Design fifo_reader, sky130hd; sources not shown.
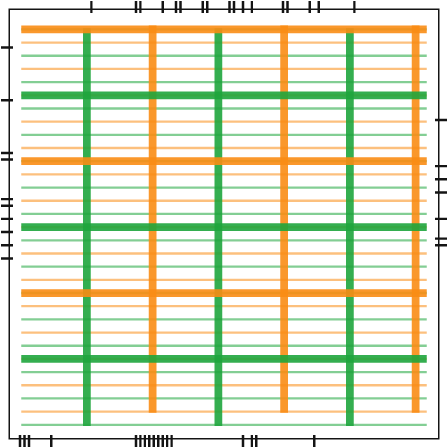
**Above:** floorplan with the power grid.
Pins as bars on the die edge.
Key: VSS = green; VDD = orange
51 signal pins sit on the boundary. 6 straps on met4. 31 met1 rails follow the rows.
Die W: 88.33 um
Die Ht: 88.33 um

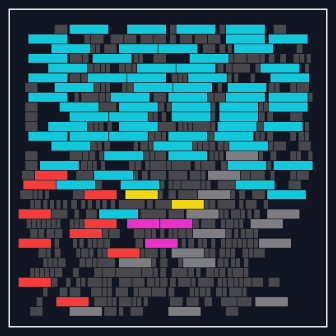
**Above:** register map, names as in the netlist.
Key: u_buf.occ_o = magenta [flops 3]; u_buf.mem_q = cyan [flops 64]; rd_cnt_q = red [flops 10]; u_buf.wr_ptr_q = yellow [flops 2]
Another 14 sequential cells are not colored.
sequential power: 0.00148 W
Reg area: 2648 um^2

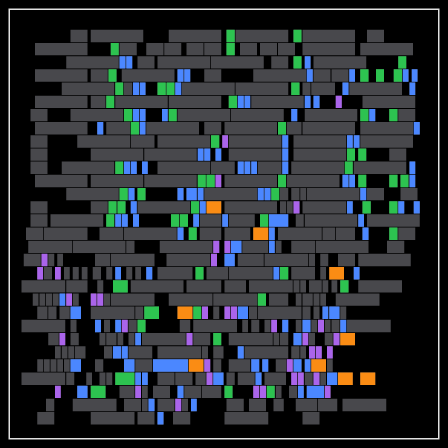
**Above:** selected gate families.
Key: nor cells = blue [cells 107]; xor and xnor cells = orange [cells 9]; aoi and oai cells = green [cells 60]; inv cells = purple [cells 38]
multi-input combinational area share: 0.2743
final std cells w/o fill: 585
Commonest Layout Cell: nor2_1

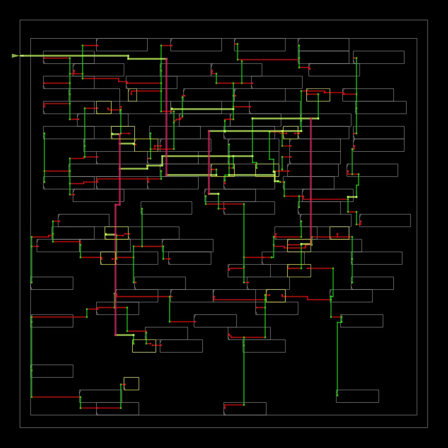
**Above:** the clock network.
clock buf count: 9
Clock net power: 0.000670 W
Flops: 93

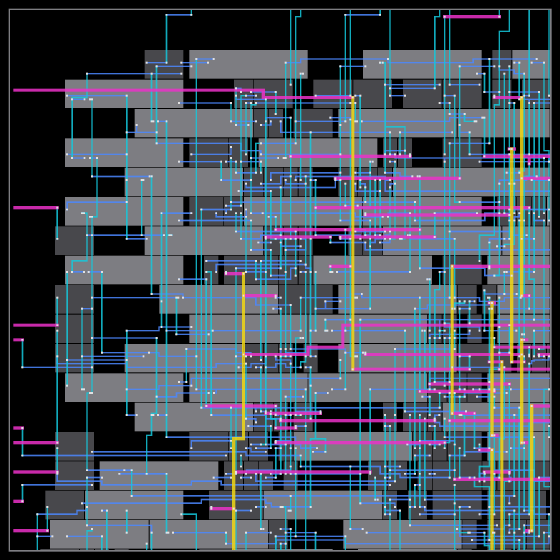
**Above:** close-up of the layout.
Region (0, 38) to (50, 88) um. Cells in gray, sequential cells in the stronger gray; small squares are vias.
Key: M3 = magenta; M1 = blue; M4 = yellow; M2 = cyan
Most frequent: edfxtp_1 (36), nor2_1 (33), clkdlybuf4s50_1 (19). 133 logic cells have their middle in the window. Sequential cells in the window: 38.

==> flow_metrics.py <==
# Synthesis and PnR figures
metrics = {
    "status": {
        "status": "completed",
    },
    "power_and_ir_drop": {
        "sw_frac_of_total": 0.4348,
        "pwr-share-clk": 0.163,
        "p_int_w": 0.002328,
        "p_seq_frac": 0.360,
        "ir_drop_mv": 0.5634,
        "power_density_nw_per_um2": 805.5,
        "p_switching_w": 0.001791,
    },
    "timing": {
        "finClkSkew_ns": 0.01968,
        "setup_viol": 0,
        "worst_pin_slew_ns": 0.6075,
        "fmax_mhz": 281.2,
        "period_used_share": 0.9743,
        "final_hold_viol_count": 0,
        "finalSetupTns_ns": 0,
        "slew_headroom": 0.5944,
        "rsz0062_at_grt": "false",
    },
    "routing": {
        "ant_nets": 0,
        "routed_wl_um": 9226,
        "post_drt_wl_per_cell_um": 15.77,
        "post_drt_via_cell_ratio": 5.501,
        "first_iter_violations": 273,
        "vias": 3218,
    },
    "logic_synthesis": {
        "avgSynthCellArea_um2": 10.11,
        "yosys_area_um2": 4267,
        "yosysSeqAreaShare": 0.6205,
        "synthCells": 422,
        "common_cells": "nor2_1 (92), edfxtp_1 (64), nand2_1 (58)",
        "async_reset_ff_frac": 0.3118,
        "synth_area_um2": 4267,
        "ys_ff": 93,
        "synth_cell_type_count": 32,
        "ff_type": "edfxtp_1",
        "synth_top_area_share": 0.4504,
        "synthTopCellsByArea": "edfxtp_1 (45%), dfrtp_1 (17%), nor2_1 (8.1%)",
        "top_area_cell": "edfxtp_1",
        "syn_nets": 462,
        "synth_top_cell_by_count": "nor2_1",
        "ys_warn_count": 0,
    },
    "global_routing": {
        "antenna_found_initial": 0,
        "grt_pass1_vias": 3175,
        "grt_first_pass_wirelength_um": 14680,
        "track_usage": 0.2530,
    },
    "clock_network": {
        "clkSinkCount": 93,
        "holdBufCountCts": 0,
        "cts_max_level": 3,
        "cts_setup_buffers": 0,
        "insertion_delay_ns": 0.38,
        "post_cts_resized": 0,
        "clkTransAtPathRegs_ns": 0.10,
        "cts_tree": "done",
        "cts_made_buffers": 9,
        "clock_path_buffers": 2,
    },
    "die": {
        "die_area_um2": 7801,
        "pin_count": 51,
        "taps": 96,
    },
    "finish": {
        "lay_top_cells": "nor2_1 (88), edfxtp_1 (64), nand2_1 (58)",
        "bufAreaShareNonClock": 0.1201,
        "seq_share": 0.5177,
        "logic_gates": 278,
        "largest_class": "flip-flops and latches",
        "finish.utilization": 0.7485,
        "n_all_inverters": 38,
        "layout-drive-gt1-share": 0.1166,
        "comb_area_um2": 1403,
        "fillers": 453,
        "largest_reg_flops": 64,
        "clkCellAreaFrac": 0.03646,
        "layout.nets": 524,
        "antenna_cells": 0,
    },
    "run": {
        "drv_cap": 0,
        "tool_warnings": 33,
    },
    "worst_setup_path": {
        "crit_arrival_ns": 2.64,
        "critPathCaptureType": "primary output",
        "cp_slowest_cell": "clkdlybuf4s50_1",
        "cp_max_fo": 10,
        "crit_buf_inv": 4,
        "crit_type": "reg2out",
        "crit_family": "buffers and inverters",
        "r2r_slack_ns": 1.50,
        "crit_cells": 6,
        "path_cells": "buf_2 > inv_2 > clkbuf_1 > o21ai_0 > a21oi_1 > clkdlybuf4s50_1",
    },
    "placement": {
        "portBuffers": 47,
        "routabilityCongestion": 0.8498,
    },
    "worst_hold_path": {
        "hp-class": "reg2reg",
    },
}
[stage by stage]
| step | area [um^2] | power [W] | worst slack, ns | hold WS [ns] | cells |
|---|---|---|---|---|---|
| 6_report | 5114 | 0.004119 | 0.09375 | 0.4954 | 585 |
| 5_1_grt | 5114 | 0.004341 | 0.02422 | 0.5261 | 585 |
| 4_1_cts | 5114 | 0.004116 | 0.1421 | 0.4995 | 585 |
| 3_5_place_dp | 4927 | 0.003447 | 0.1667 | 0.4757 | 569 |
| 3_3_place_gp | 4857 | 0.003324 | 0.2056 | 0.4575 | 565 |
| 2_1_floorplan | 4267 | 0.002736 | 1.296 | 0.4417 | 422 |
[power groups by stage]
stage | Sequential, W | Clock, W | Combinational, W
final | 0.00148 | 0.000670 | 0.00197
after global routing | 0.00151 | 0.000714 | 0.00212
after CTS | 0.00148 | 0.000670 | 0.00197
after detailed placement | 0.00150 | 0 | 0.00195
after global placement | 0.00149 | 0 | 0.00183
after floorplan | 0.00147 | 0 | 0.00126
[routing by layer]
layer,vias to the layer above,GRT usage,share of wire
met3,35,0.05131,0.061
met2,144,0.4340,0.51
li1,1531,-,-
met1,1508,0.3102,0.40
met4,0,0.1157,0.030
met5,-,0,0
[worst reg2reg max path: stages (launching register included)]
cell and delay, ns:
dfrtp_1 0.46, nor2_2 0.20, nand3_1 0.10, nand2_2 0.20, ha_1 0.20, inv_1 0.07, fa_1 0.38, a21oi_1 0.15
o21ai_0 0.12, xor2_1 0.16
[cells by family after synthesis]
group                    after synthesis  synth area share
AND-OR/OR-AND                         60           0.07449
XOR/XNOR                               9           0.01848
adder cells (fa/ha/maj)                9           0.02815
buffers and inverters                 51           0.05308
flip-flops                            93            0.6205
AND/OR/NAND/NOR                      200            0.2053
Power and IR drop assume default switching activity.
